## src/rtl/stage2_conv_ch_scheduler.sv

```systemverilog
// Stage-2 convolution channel scheduler.
//
// Issues one 5x5 kernel MAC per (filter, input channel) pair for a single window position.
// Pairs are issued filter-major and back-to-back. In-order kernel results are summed across
// input channels, the per-filter bias is added, and one conv sum per filter is emitted.
//
// Ports:
//   clk, reset             rising-edge clock, synchronous active-high reset
//   i_start                window ready pulse, accepted only in IDLE
//   o_busy                 window in progress
//   o_kern_valid           kernel issue strobe
//   o_fmap_ch, o_wgt_filt  channel/filter selects for the issued pair (held between strobes)
//   i_kern_valid           kernel result strobe
//   i_kern_acc             signed kernel result
//   o_bias_idx             filter currently being accumulated (bias lookup select)
//   i_bias                 signed bias for o_bias_idx, combinational from outside
//   o_ot_valid             output sum strobe
//   o_ot_filt              filter index of o_ot_acc
//   o_ot_acc               signed sum of IN_CH kernel results plus bias
//   o_done                 pulses with the last o_ot_valid of the window
//   o_err                  sticky flag for a kernel result seen while idle
module stage2_conv_ch_scheduler #(
   parameter int unsigned IN_CH  = 3,
   parameter int unsigned OUT_CH = 3,
   parameter int unsigned AK_BW  = 32,
   parameter int unsigned B_BW   = 16,
   parameter int unsigned ACC_BW = 36,
   parameter int unsigned IDX_BW = 4
) (
   input  logic              clk,
   input  logic              reset,
   input  logic              i_start,
   output logic              o_busy,
   output logic              o_kern_valid,
   output logic [IDX_BW-1:0] o_fmap_ch,
   output logic [IDX_BW-1:0] o_wgt_filt,
   input  logic              i_kern_valid,
   input  logic [AK_BW-1:0]  i_kern_acc,
   output logic [IDX_BW-1:0] o_bias_idx,
   input  logic [B_BW-1:0]   i_bias,
   output logic              o_ot_valid,
   output logic [IDX_BW-1:0] o_ot_filt,
   output logic [ACC_BW-1:0] o_ot_acc,
   output logic              o_done,
   output logic              o_err
);

   localparam logic [IDX_BW-1:0] LAST_CH   = IDX_BW'(IN_CH - 1);
   localparam logic [IDX_BW-1:0] LAST_FILT = IDX_BW'(OUT_CH - 1);

   typedef enum logic [1:0] {StIdle, StIssue, StDrain} state_t;

   state_t state_q, state_d;

   logic              iss_valid_q, iss_valid_d;
   logic [IDX_BW-1:0] iss_ch_q, iss_ch_d;
   logic [IDX_BW-1:0] iss_filt_q, iss_filt_d;

   logic [IDX_BW-1:0] res_ch_q;
   logic [IDX_BW-1:0] res_filt_q;
   logic [ACC_BW-1:0] acc_q;

   logic              ot_valid_q;
   logic [IDX_BW-1:0] ot_filt_q;
   logic [ACC_BW-1:0] ot_acc_q;
   logic              done_q;
   logic              err_q;

   logic [ACC_BW-1:0] kern_ext;
   logic [ACC_BW-1:0] bias_ext;
   logic              start_ok;
   logic              res_accept;
   logic              res_last_ch;

   assign kern_ext    = {{(ACC_BW - AK_BW){i_kern_acc[AK_BW-1]}}, i_kern_acc};
   assign bias_ext    = {{(ACC_BW - B_BW){i_bias[B_BW-1]}}, i_bias};
   assign start_ok    = (state_q == StIdle) && i_start;
   assign res_accept  = i_kern_valid && (state_q != StIdle);
   assign res_last_ch = (res_ch_q == LAST_CH);

   // FSM state register
   always_ff @(posedge clk) begin
      if (reset) begin
         state_q <= StIdle;
      end else begin
         state_q <= state_d;
      end
   end

   // Next state and issue sequencing
   always_comb begin
      state_d     = state_q;
      iss_valid_d = 1'b0;
      iss_ch_d    = iss_ch_q;
      iss_filt_d  = iss_filt_q;
      unique case (state_q)
         StIdle: begin
            if (i_start) begin
               state_d     = StIssue;
               iss_valid_d = 1'b1;
               iss_ch_d    = '0;
               iss_filt_d  = '0;
            end
         end
         StIssue: begin
            // The pair currently on the outputs is always a valid issue in this state.
            if ((iss_ch_q == LAST_CH) && (iss_filt_q == LAST_FILT)) begin
               state_d = StDrain;
            end else begin
               iss_valid_d = 1'b1;
               if (iss_ch_q == LAST_CH) begin
                  iss_ch_d   = '0;
                  iss_filt_d = iss_filt_q + IDX_BW'(1);
               end else begin
                  iss_ch_d = iss_ch_q + IDX_BW'(1);
               end
            end
         end
         StDrain: begin
            // Leave only once the final sum has been presented, so busy covers the done cycle.
            if (done_q) begin
               state_d = StIdle;
            end
         end
         default: state_d = StIdle;
      endcase
   end

   // Issue registers
   always_ff @(posedge clk) begin
      if (reset) begin
         iss_valid_q <= 1'b0;
         iss_ch_q    <= '0;
         iss_filt_q  <= '0;
      end else begin
         iss_valid_q <= iss_valid_d;
         iss_ch_q    <= iss_ch_d;
         iss_filt_q  <= iss_filt_d;
      end
   end

   // Result accumulation and output registers
   always_ff @(posedge clk) begin
      if (reset) begin
         res_ch_q   <= '0;
         res_filt_q <= '0;
         acc_q      <= '0;
         ot_valid_q <= 1'b0;
         ot_filt_q  <= '0;
         ot_acc_q   <= '0;
         done_q     <= 1'b0;
         err_q      <= 1'b0;
      end else begin
         ot_valid_q <= 1'b0;
         done_q     <= 1'b0;
         if (start_ok) begin
            res_ch_q   <= '0;
            res_filt_q <= '0;
            acc_q      <= '0;
         end else if (res_accept) begin
            if (!res_last_ch) begin
               acc_q    <= acc_q + kern_ext;
               res_ch_q <= res_ch_q + IDX_BW'(1);
            end else begin
               ot_valid_q <= 1'b1;
               ot_filt_q  <= res_filt_q;
               ot_acc_q   <= acc_q + kern_ext + bias_ext;
               acc_q      <= '0;
               res_ch_q   <= '0;
               if (res_filt_q == LAST_FILT) begin
                  done_q     <= 1'b1;
                  res_filt_q <= '0;
               end else begin
                  res_filt_q <= res_filt_q + IDX_BW'(1);
               end
            end
         end
         if (i_kern_valid && (state_q == StIdle)) begin
            err_q <= 1'b1;
         end
      end
   end

   assign o_busy       = (state_q != StIdle);
   assign o_kern_valid = iss_valid_q;
   assign o_fmap_ch    = iss_ch_q;
   assign o_wgt_filt   = iss_filt_q;
   assign o_bias_idx   = res_filt_q;
   assign o_ot_valid   = ot_valid_q;
   assign o_ot_filt    = ot_filt_q;
   assign o_ot_acc     = ot_acc_q;
   assign o_done       = done_q;
   assign o_err        = err_q;

endmodule
```

## config.mk

```make
export PLATFORM = sky130hd
export DESIGN_NAME = stage2_conv_ch_scheduler
export DESIGN_NICKNAME = d
export VERILOG_FILES = /design/src/rtl/stage2_conv_ch_scheduler.sv
export SDC_FILE = /design/constraint.sdc
export NUM_CORES = 1
export LEC_CHECK = 0
export ABC_AREA = 1
export CORE_ASPECT_RATIO = 1.1
export CORE_MARGIN = 2
export CORE_UTILIZATION = 55
export CTS_CLUSTER_SIZE = 25
export DETAILED_ROUTE_END_ITERATION = 10
export PLACE_DENSITY = 0.89
export SLEW_MARGIN = 10
export SYNTH_ARGS = -nofsm -noshare
export SYNTH_HDL_FRONTEND = slang
export SYNTH_SLANG_ARGS = --single-unit
```

## constraint.sdc

```tcl
create_clock -name clk -period 4.51 [get_ports clk]
set_input_delay 0.902 -clock clk [delete_from_list [all_inputs] [get_ports clk]]
set_output_delay 0.902 -clock clk [all_outputs]
set_load 0.1 [all_outputs]
```

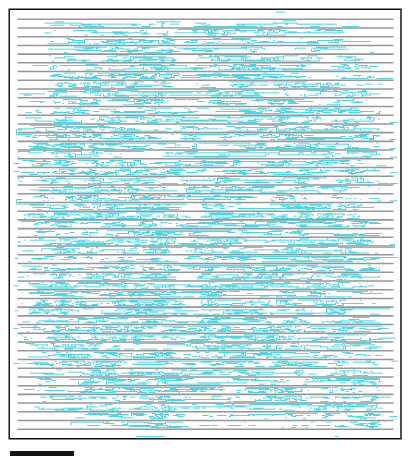
Figure 1: run 1, signal wires on met1.
Scale bar: 20 µm. Supply wires on this layer in grey.
longest straight run	39.6 µm
nets with wire on the layer	1562
main direction	horizontal

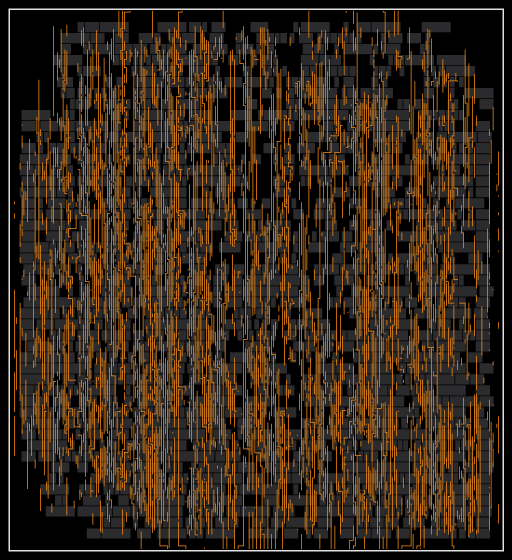
Figure 2: run 1, the metal 2 layer.
Cells faint in the background.
longest straight run	59.8 µm
nets with wire on the layer	1433
main direction	vertical
wire length on this layer	13300 µm

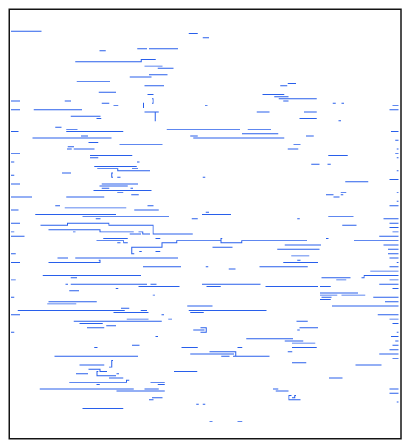
Figure 3: run 1, met3 routing.
longest straight run	33.1 µm
wire length on this layer	1640 µm
main direction	horizontal

==> results_slide.txt, run 1 <==
Run Summary

Worst hold path
  – Worst Hold Depth: 2
  – Min-Delay Endpoint: o_ot_filt[0]
  – Hold Path Class: reg2reg
  – Hold Startpoint: o_ot_filt[0]

Yosys
  – Synth mux share: 0
  – Area leader share: 0.234
  – Synth Area in Simple Gates: 0.327
  – Cells after synthesis: 1307
  – Top cells by area: dfxtp_1 23%, nand2_1 14%, ha_1 11%
  – Main flop type: dfxtp_1
  – Post-synth top area cell: dfxtp_1
  – Mean Syn Cell Area: 6.41 µm²
  – Post-Synth Adder-Cell Area: 0.117
  – Main logic family: simple AND/OR/NAND/NOR gates
  – Async SR Flop Fraction: 0
  – Seq/Total Area, Yosys: 0.234
  – Synth Warn #: 0

Finish
  – Logic area: 0.00587 mm²
  – Most frequent cells in the layout: 303 x nand2_1, 158 x inv_1, 156 x nor2_1, 138 x buf_4, 134 x a21oi_1
  – Nets: 1669
  – Final Instance Area: 0.0111 mm²
  – Seq. cell area: 0.00196 mm²
  – Fraction of layout cells with a size suffix above 1: 0.166
  – Fill cell count: 1218
  – Dominant logic cell type in the layout: nand2_1

Floorplanning
  – Die Wd: 122 µm
  – Die Size: 0.0162 mm²
  – Die height: 133 µm
  – Core area: 0.0150 mm²
  – FP Util: 0.559
  – Io pins: 109
  – # rows: 47

STA
  – Skew final: 0.00750 ns
  – Min Hold Slack: 0.471 ns
  – Setup violators final: 0
  – Fin. Hold Viols: 0

Placement
  – Placed cell areas: 0.0106 mm²
  – PortBufs: 108
  – HPWL after DPL: 21900 µm

Route
  – Drc violations: 0
  – Wirelength per Cell: 15.9 µm
  – Routed WL: 27700 µm

CTS
  – Clk slew on worst S/H paths: 0.08 ns
  – Clock buffer depth: 2
  – Clock Sinks: 98
  – Num CTS Buffers: 9
  – TritonCTS clock tree: done
  – Clock root cell: clkbuf_16
  – Clock latency at the later pin of the worst-skew pair: 0.36 ns

Power and ir drop
  – NetSw: 1.26 mW
  – Heaviest power group: combinational cells
  – Max VDD drop: 0.190 mV
  – Power Sequential: 909 µW
  – Comb pwr share: 0.449
  – Clk pwr: 850 µW
  – P_comb: 1.43 mW
  – Clock power share: 0.266
  – Switching share of power: 0.395

Global route
  – Antenna violations before repair: 0
  – GRT Total Usage: 0.345
  – First-pass GRT wire length: 45000 µm
  – Number of global-route vias before repair: 9495

Job
  – Tool warnings: 30

Setup path
  – CP endpoint kind: register
  – Worst Setup Start Kind: input pin
  – Critical Path RT: 4.76 ns
  – Crit-path max FO: 4
  – Reg-to-reg startpoint: acc_q[0]
  – R2R setup slack: 0.86 ns

Run status
  – Status: finished clean
-- run 1: layout make-up --
class                           instances  share of cell area
Tap cell                              196              0.0221
Clock buffer                           10              0.0215
Inverter                              162              0.0547
Timing Repair Buffer                  246               0.190
Multi-Input combinational cell       1023               0.528
Sequential cell                        98               0.176
Clock inverter                          6             0.00686
-- run 1: cell usage after synthesis, types with 4 or more instances --
cell type	count
a21boi_0	4
a21o_1	12
a21oi_1	141
a21oi_2	6
a31oi_1	5
and2_1	7
buf_2	8
clkbuf_1	10
dfxtp_1	98
ha_1	75
inv_1	158
inv_2	4
nand2_1	305
nand2_2	15
nand3_1	71
nand3_2	8
nand3b_1	6
nand4_1	11
nor2_1	165
nor2_2	9
nor3_1	16
nor3_2	4
nor4_1	5
o211ai_1	5
o21a_1	9
o21ai_0	59
o21ai_1	10
o21ai_2	4
o21bai_1	8
xnor2_1	8
xor2_1	25
xor2_2	6
-- run 1: critical path, cell delays in order --
cell	delay [ns]
clkdlybuf4s50_1	0.47
ha_1	0.18
inv_1	0.07
fa_1	0.38
inv_1	0.09
nand3_1	0.09
nand2_2	0.14
a21oi_2	0.10
o21ai_2	0.14
nand2_1	0.08
nand2_2	0.08
buf_4	0.12
xor2_2	0.20
ha_1	0.33
nand2_1	0.17
nor2_2	0.06
inv_1	0.10
nor2_1	0.06
nand2_1	0.06
nand2_1	0.10
buf_4	0.15
nand2_1	0.07
nand3_1	0.07
nand2_1	0.06
nand3_1	0.10
o211ai_1	0.12
inv_1	0.07
-- run 1: per-layer routing --
metal  wire length (µm)  vias up  global-route usage
met2              13300      394               0.602
met4               1120        0               0.153
li1                   -     4758                   -
met5                  0        -                   0
met3               1640       93              0.0330
met1              11600     4469               0.430
-- run 1: per-stage QoR --
step                cells   TNS, ns   util  setup slack, ns
floorplan            1307         0      -            0.649
global placement     1724    -0.662  0.708           -0.128
detailed placement   1724     -1.53  0.708           -0.234
CTS                  1740         0  0.729           0.0903
global route         1741  -0.00956  0.742         -0.00911
finish               1741         0  0.742            0.208
-- run 1: repair_timing --
item                                    CTS  global route
hold buffers                              0             0
endpoints found under the setup margin    0            17
setup buffers                             0             1
gates resized                             0            41
-- run 1: cell families after synthesis --
| group | after synthesis |
|---|---|
| DFF | 98 |
| adders and majority gates | 77 |
| AOI/OAI and AO/OA | 275 |
| buffers and inverters | 186 |
| xor gates and xnor gates | 39 |
| and+or+nand+nor | 632 |
-- run 1: state kept, by name, indices dropped and copies added (netlist names) --
signal / cells
acc_q: 36
o_done: 1
o_ot_valid: 1
o_wgt_filt: 4
o_ot_acc: 36
o_bias_idx: 4
o_err: 1
state_q: 2
o_fmap_ch: 4
res_ch_q: 4
o_kern_valid: 1
o_ot_filt: 4
-- run 1: worst max path at each step --
stage / startpoint / end / slack (ns)
2_1_floorplan: i_kern_acc[0] / o_ot_acc[26] / 0.65
3_3_place_gp: i_kern_acc[0] / o_ot_acc[25] / -0.13
3_5_place_dp: i_kern_acc[0] / o_ot_acc[17] / -0.23
4_1_cts: i_kern_acc[0] / o_ot_acc[17] / 0.09
5_1_grt: i_kern_acc[0] / o_ot_acc[33] / -0.009
6_report: i_kern_acc[0] / o_ot_acc[33] / 0.21
==> run 2: changes to the inputs <==
--- a/config.mk
+++ b/config.mk
@@ -11,6 +11,7 @@
 export CORE_UTILIZATION = 55
 export CTS_CLUSTER_SIZE = 25
 export DETAILED_ROUTE_END_ITERATION = 10
+export HOLD_SLACK_MARGIN = 0.12
 export PLACE_DENSITY = 0.89
 export SLEW_MARGIN = 10
 export SYNTH_ARGS = -nofsm -noshare
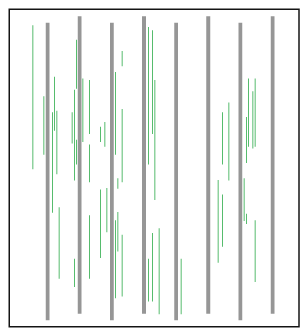
Figure 4: run 2, M4 wires.
Supply wires on this layer in grey.
share of all routed wire	4.0%
longest straight run	60.5 µm

==> results_slide.txt, run 2 <==
Run Summary

Run status
  – Status: finished clean (unchanged)

Yosys
  – Area leader share: 0.234 (unchanged)
  – Synth Warn #: 0 (unchanged)
  – Most instantiated cells after synthesis: 305 x nand2_1, 165 x nor2_1, 158 x inv_1 (unchanged)
  – Seq/Total Area, Yosys: 0.234 (unchanged)
  – Mean Syn Cell Area: 6.41 µm² (unchanged)
  – Main logic family: simple AND/OR/NAND/NOR gates (unchanged)
  – Post-synth top area cell: dfxtp_1 (unchanged)
  – Synth top cell by count: nand2_1 (unchanged)
  – Top cells by area: dfxtp_1 23%, nand2_1 14%, ha_1 11% (unchanged)
  – Synth Area in Simple Gates: 0.327 (unchanged)
  – Main flop type: dfxtp_1 (unchanged)
  – Async SR Flop Fraction: 0 (unchanged)
  – Cells after synthesis: 1307 (unchanged)
  – Synth mux share: 0 (unchanged)
  – Post-Synth Adder-Cell Area: 0.117 (unchanged)

Finish
  – Fraction of layout cells with a size suffix above 1: 0.166 (unchanged)
  – Fill cell count: 1218 (unchanged)
  – Most frequent cells in the layout: 303 x nand2_1, 158 x inv_1, 156 x nor2_1, 138 x buf_4, 134 x a21oi_1 (unchanged)
  – Nets: 1669 (unchanged)

Setup path
  – Largest stage delay, worst path: 0.47 ns (about the same)
  – Worst R2R Path Depth: 26 (unchanged)
  – CP dominant cell by count: nand2_1 (unchanged)
  – Worst Setup Start Kind: input pin (unchanged)
  – Reg-to-reg startpoint: acc_q[0] (unchanged)
  – R2R setup slack: 0.86 ns (about the same)
  – Crit-path max FO: 4 (unchanged)

Floorplanning
  – Io pins: 109 (unchanged)
  – FP Util: 0.559 (unchanged)
  – Core area: 0.0150 mm² (unchanged)
  – Die Size: 0.0162 mm² (unchanged)
  – Die Wd: 122 µm (unchanged)
  – Die height: 133 µm (unchanged)
  – # rows: 47 (unchanged)

CTS
  – Clock latency at the later pin of the worst-skew pair: 0.36 ns (about the same)
  – TritonCTS clock tree: done (unchanged)
  – Num CTS Buffers: 9 (unchanged)
  – Clock Sinks: 98 (unchanged)
  – Cts hold-fix bufs: 0 (unchanged)
  – Clock root cell: clkbuf_16 (unchanged)
  – Clock buffer depth: 2 (unchanged)

Worst hold path
  – Hold Startpoint: o_ot_filt[0] (unchanged)
  – Hold Path Class: reg2reg (unchanged)
  – Worst Hold Depth: 2 (unchanged)

STA
  – Setup violators final: 0 (unchanged)
  – Fin. Hold Viols: 0 (unchanged)
  – Setup Total Neg Slack: 0 ns (unchanged)
  – Skew final: 0.00750 ns (unchanged)

Power and ir drop
  – Clock power share: 0.266 (about the same)
  – Comb pwr share: 0.449 (about the same)
  – Max VDD drop: 0.190 mV (unchanged)
  – Switching share of power: 0.395 (unchanged)

Route
  – Wirelength per Cell: 15.9 µm (unchanged)
  – Drc violations: 0 (unchanged)
  – Routed WL: 27700 µm (unchanged)

Global route
  – First-pass GRT wire length: 45000 µm (unchanged)
  – GRT Total Usage: 0.345 (unchanged)
  – Largest net degree at the start of global routing: 40 (unchanged)
  – Antenna violations before repair: 0 (unchanged)
  – Number of global-route vias before repair: 9495 (unchanged)

Job
  – Tool warnings: 30 (unchanged)

Placement
  – HPWL after DPL: 21900 µm (unchanged)
  – PortBufs: 108 (unchanged)
==> run 2: logic make-up (layout without fill, tap and decap cells) <==
logic type      Yosys count  after routing
fa+ha+maj                77             77
compound gates          275            275
xor+xnor                 39             39
simple gates            632            632
buf+inv                 186            424
flops                    98             98
==> run 2: metrics by stage <==
stage | instance area, µm² | util | hold slack [ns] | worst slack [ns] | cells
floorplan | 8380 | - | 0.444 | 0.649 | 1307
global placement | 10600 | 0.708 | 0.453 | -0.128 | 1724
detailed placement | 10600 | 0.708 | 0.462 | -0.234 | 1724
CTS | 10900 | 0.729 | 0.473 | 0.0903 | 1740
global route | 11100 | 0.742 | 0.489 | -0.00911 | 1741
finish | 11100 | 0.742 | 0.471 | 0.208 | 1741
==> run 2: repair_timing <==
item | in CTS | in global routing
setup buffers | 0 | 1
gates resized | 0 | 41
endpoints found under the setup margin | 0 | 17
==> run 2: per-layer routing <==
layer / vias up / routed length, µm / global-route usage
met5: - / 0 / 0
met4: 0 / 1120 / 0.153
met3: 93 / 1640 / 0.0330
met2: 394 / 13300 / 0.602
met1: 4469 / 11600 / 0.430
li1: 4758 / - / -
==> run 2: power groups by stage <==
stage	clock network [mW]	logic, mW	registers (mW)
2_1_floorplan	0	0.778	0.969
3_3_place_gp	0	1.33	0.927
3_5_place_dp	0	1.35	0.929
4_1_cts	0.859	1.36	0.909
5_1_grt	0.884	1.56	0.912
6_report	0.850	1.43	0.909
==> run 2: area by class of cell <==
| type | count | area, µm² | area share |
|---|---|---|---|
| clock buffers | 10 | 239 | 0.0215 |
| well taps | 196 | 245 | 0.0221 |
| flip-flops and latches | 98 | 1960 | 0.176 |
| repair buffers | 246 | 2120 | 0.190 |
| clock inverters | 6 | 76.3 | 0.00686 |
| multi-input cells | 1023 | 5870 | 0.528 |
| inverters | 162 | 608 | 0.0547 |
==> run 2: critical path: cells and delay by family <==
family                   cells  cell delay [ns]
AND/OR/NAND/NOR             13             1.14
AND-OR/OR-AND                3             0.36
adder cells (fa/ha/maj)      3             0.89
XOR/XNOR                     1             0.20
buffers and inverters        7             1.07
==> run 2: worst max-delay path by stage <==
stage                        startpoint      endpoint  slack, ns  cells after the start
after global routing      i_kern_acc[0]  o_ot_acc[33]     -0.009                     27
after detailed placement  i_kern_acc[0]  o_ot_acc[17]      -0.23                     21
after CTS                 i_kern_acc[0]  o_ot_acc[17]       0.09                     21
final                     i_kern_acc[0]  o_ot_acc[33]       0.21                     27
after global placement    i_kern_acc[0]  o_ot_acc[25]      -0.13                     22
after floorplan           i_kern_acc[0]  o_ot_acc[26]       0.65                     25
==> run 3: changes to the inputs <==
--- a/config.mk
+++ b/config.mk
@@ -6,6 +6,7 @@
 export NUM_CORES = 1
 export LEC_CHECK = 0
 export ABC_AREA = 1
+export CAP_MARGIN = 20
 export CORE_ASPECT_RATIO = 1.1
 export CORE_MARGIN = 2
 export CORE_UTILIZATION = 55
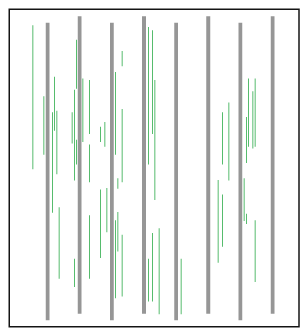
Figure 5: run 3, M4 wires.
Supply wires on this layer in grey.
longest straight run	60.5 µm
wire length on this layer	1120 µm
share of all routed wire	4.0%

==> results_slide.txt, run 3 <==
Run Summary

Run status
  – Status: finished clean (unchanged)

STA
  – Setup violators final: 0 (unchanged)
  – Min Hold Slack: 0.471 ns (unchanged)
  – Worst setup margin: 0.208 ns (unchanged)
  – RSZ-0062 raised after global routing: yes (unchanged)
  – Skew final: 0.00750 ns (unchanged)

CTS
  – Clock buffer depth: 2 (unchanged)
  – Clk slew on worst S/H paths: 0.08 ns (about the same)
  – Clock root cell: clkbuf_16 (unchanged)
  – TritonCTS clock tree: done (unchanged)
  – Num CTS Buffers: 9 (unchanged)
  – Cts hold-fix bufs: 0 (unchanged)
  – Clock latency at the later pin of the worst-skew pair: 0.36 ns (about the same)
  – Clock Sinks: 98 (unchanged)

Finish
  – Nets: 1669 (unchanged)
  – Fraction of layout cells with a size suffix above 1: 0.166 (unchanged)
  – Dominant logic cell type in the layout: nand2_1 (unchanged)
  – Fin util: 0.742 (unchanged)
  – Most frequent cells in the layout: 303 x nand2_1, 158 x inv_1, 156 x nor2_1, 138 x buf_4, 134 x a21oi_1 (unchanged)
  – Fill cell count: 1218 (unchanged)

Power and ir drop
  – Comb pwr share: 0.449 (about the same)
  – Switching share of power: 0.395 (unchanged)
  – Leakage Power: 5.18 nW (unchanged)
  – NetSw: 1.26 mW (unchanged)
  – Max VDD drop: 0.190 mV (unchanged)
  – Clock power share: 0.266 (about the same)

Route
  – Routed WL: 27700 µm (unchanged)
  – Wirelength per Cell: 15.9 µm (unchanged)
  – Vias per inst: 5.58 (unchanged)
  – Drc violations: 0 (unchanged)

Setup path
  – CP endpoint kind: register (unchanged)
  – Worst Setup Start Kind: input pin (unchanged)
  – Crit-path max FO: 4 (unchanged)
  – Setup CP Type: in2reg (unchanged)
  – CP dominant cell by count: nand2_1 (unchanged)
  – Largest stage delay, worst path: 0.47 ns (about the same)
  – Slowest cell on the critical path: clkdlybuf4s50_1 (unchanged)
  – Critical Path RT: 4.76 ns (about the same)

Yosys
  – Synth top cell by count: nand2_1 (unchanged)
  – Area leader share: 0.234 (unchanged)
  – Most instantiated cells after synthesis: 305 x nand2_1, 165 x nor2_1, 158 x inv_1 (unchanged)
  – Synth Warn #: 0 (unchanged)
  – Seq/Total Area, Yosys: 0.234 (unchanged)
  – Top cells by area: dfxtp_1 23%, nand2_1 14%, ha_1 11% (unchanged)
  – Cells after synthesis: 1307 (unchanged)
  – Post-synth top area cell: dfxtp_1 (unchanged)
  – Async SR Flop Fraction: 0 (unchanged)
  – Mean Syn Cell Area: 6.41 µm² (unchanged)
  – Yosys Chip Area: 0.00838 mm² (unchanged)

Job
  – MaxCap Viol Count: 0 (unchanged)
  – Tool warnings: 30 (unchanged)

Floorplanning
  – # rows: 47 (unchanged)
  – Die height: 133 µm (unchanged)
  – FP Util: 0.559 (unchanged)
  – Io pins: 109 (unchanged)
  – Die Wd: 122 µm (unchanged)
  – Die Size: 0.0162 mm² (unchanged)
  – Core area: 0.0150 mm² (unchanged)

Global route
  – Antenna violations before repair: 0 (unchanged)
  – First-pass GRT wire length: 45000 µm (unchanged)
  – Number of global-route vias before repair: 9495 (unchanged)
  – Largest net degree at the start of global routing: 40 (unchanged)
  – GRT Total Usage: 0.345 (unchanged)

Placement
  – Setup slack at placement: -0.234 ns (unchanged)
  – PortBufs: 108 (unchanged)
  – HPWL after DPL: 21900 µm (unchanged)

Worst hold path
  – Hold Path Class: reg2reg (unchanged)
run 3: power groups by stage:
stage / sequential, mW / combinational (mW) / clock (mW)
floorplan: 0.969 / 0.778 / 0
global placement: 0.927 / 1.33 / 0
detailed placement: 0.929 / 1.35 / 0
CTS: 0.909 / 1.36 / 0.859
global route: 0.912 / 1.56 / 0.884
finish: 0.909 / 1.43 / 0.850
run 3: through the flow:
stage	std cells	cell area (µm²)	total power, mW	setup TNS, ns
floorplan	1307	8380	1.75	0
global route	1741	11100	3.36	-0.00956
finish	1741	11100	3.19	0
detailed placement	1724	10600	2.28	-1.53
global placement	1724	10600	2.26	-0.662
CTS	1740	10900	3.13	0
run 3: path summary, 6_finish.rpt:
kind | startpoint | to | slack [ns] | depth (start not counted)
max | i_kern_acc[0] | o_ot_acc[33] | 0.21 | 27
min | o_ot_filt[0] | o_ot_filt[0] | 0.47 | 2
max reg2reg | acc_q[0] | o_ot_acc[33] | 0.86 | 26
min reg2reg | o_ot_filt[0] | o_ot_filt[0] | 0.47 | 2
run 3: cell type report:
type / count / area [µm²] / share of cell area
inverters: 162 / 608 / 0.0547
flip-flops and latches: 98 / 1960 / 0.176
clock buffers: 10 / 239 / 0.0215
repair buffers: 246 / 2120 / 0.190
well taps: 196 / 245 / 0.0221
clock inverters: 6 / 76.3 / 0.00686
multi-input cells: 1023 / 5870 / 0.528
run 3: layer usage:
layer / global-route usage / wire length, µm
met5: 0 / 0
met1: 0.430 / 11600
met3: 0.0330 / 1640
met2: 0.602 / 13300
met4: 0.153 / 1120
run 3: worst max-delay path: cells and delay by family:
family	cells	cell delay, ns
XOR/XNOR	1	0.20
adder cells (fa/ha/maj)	3	0.89
buffers and inverters	7	1.07
AND-OR/OR-AND	3	0.36
AND/OR/NAND/NOR	13	1.14
run 3: cells by family after synthesis:
| family | Yosys count | synth area share |
|---|---|---|
| xor+xnor | 39 | 0.0462 |
| compound gates | 275 | 0.188 |
| simple gates | 632 | 0.327 |
| buf+inv | 186 | 0.0878 |
| flops | 98 | 0.234 |
| fa+ha+maj | 77 | 0.117 |
run 3: repair_timing:
item	CTS	global route
endpoints found under the setup margin	0	17
resized	0	41
buffers inserted	0	1
No activity file was given, so power comes from the tool's default toggle rates.
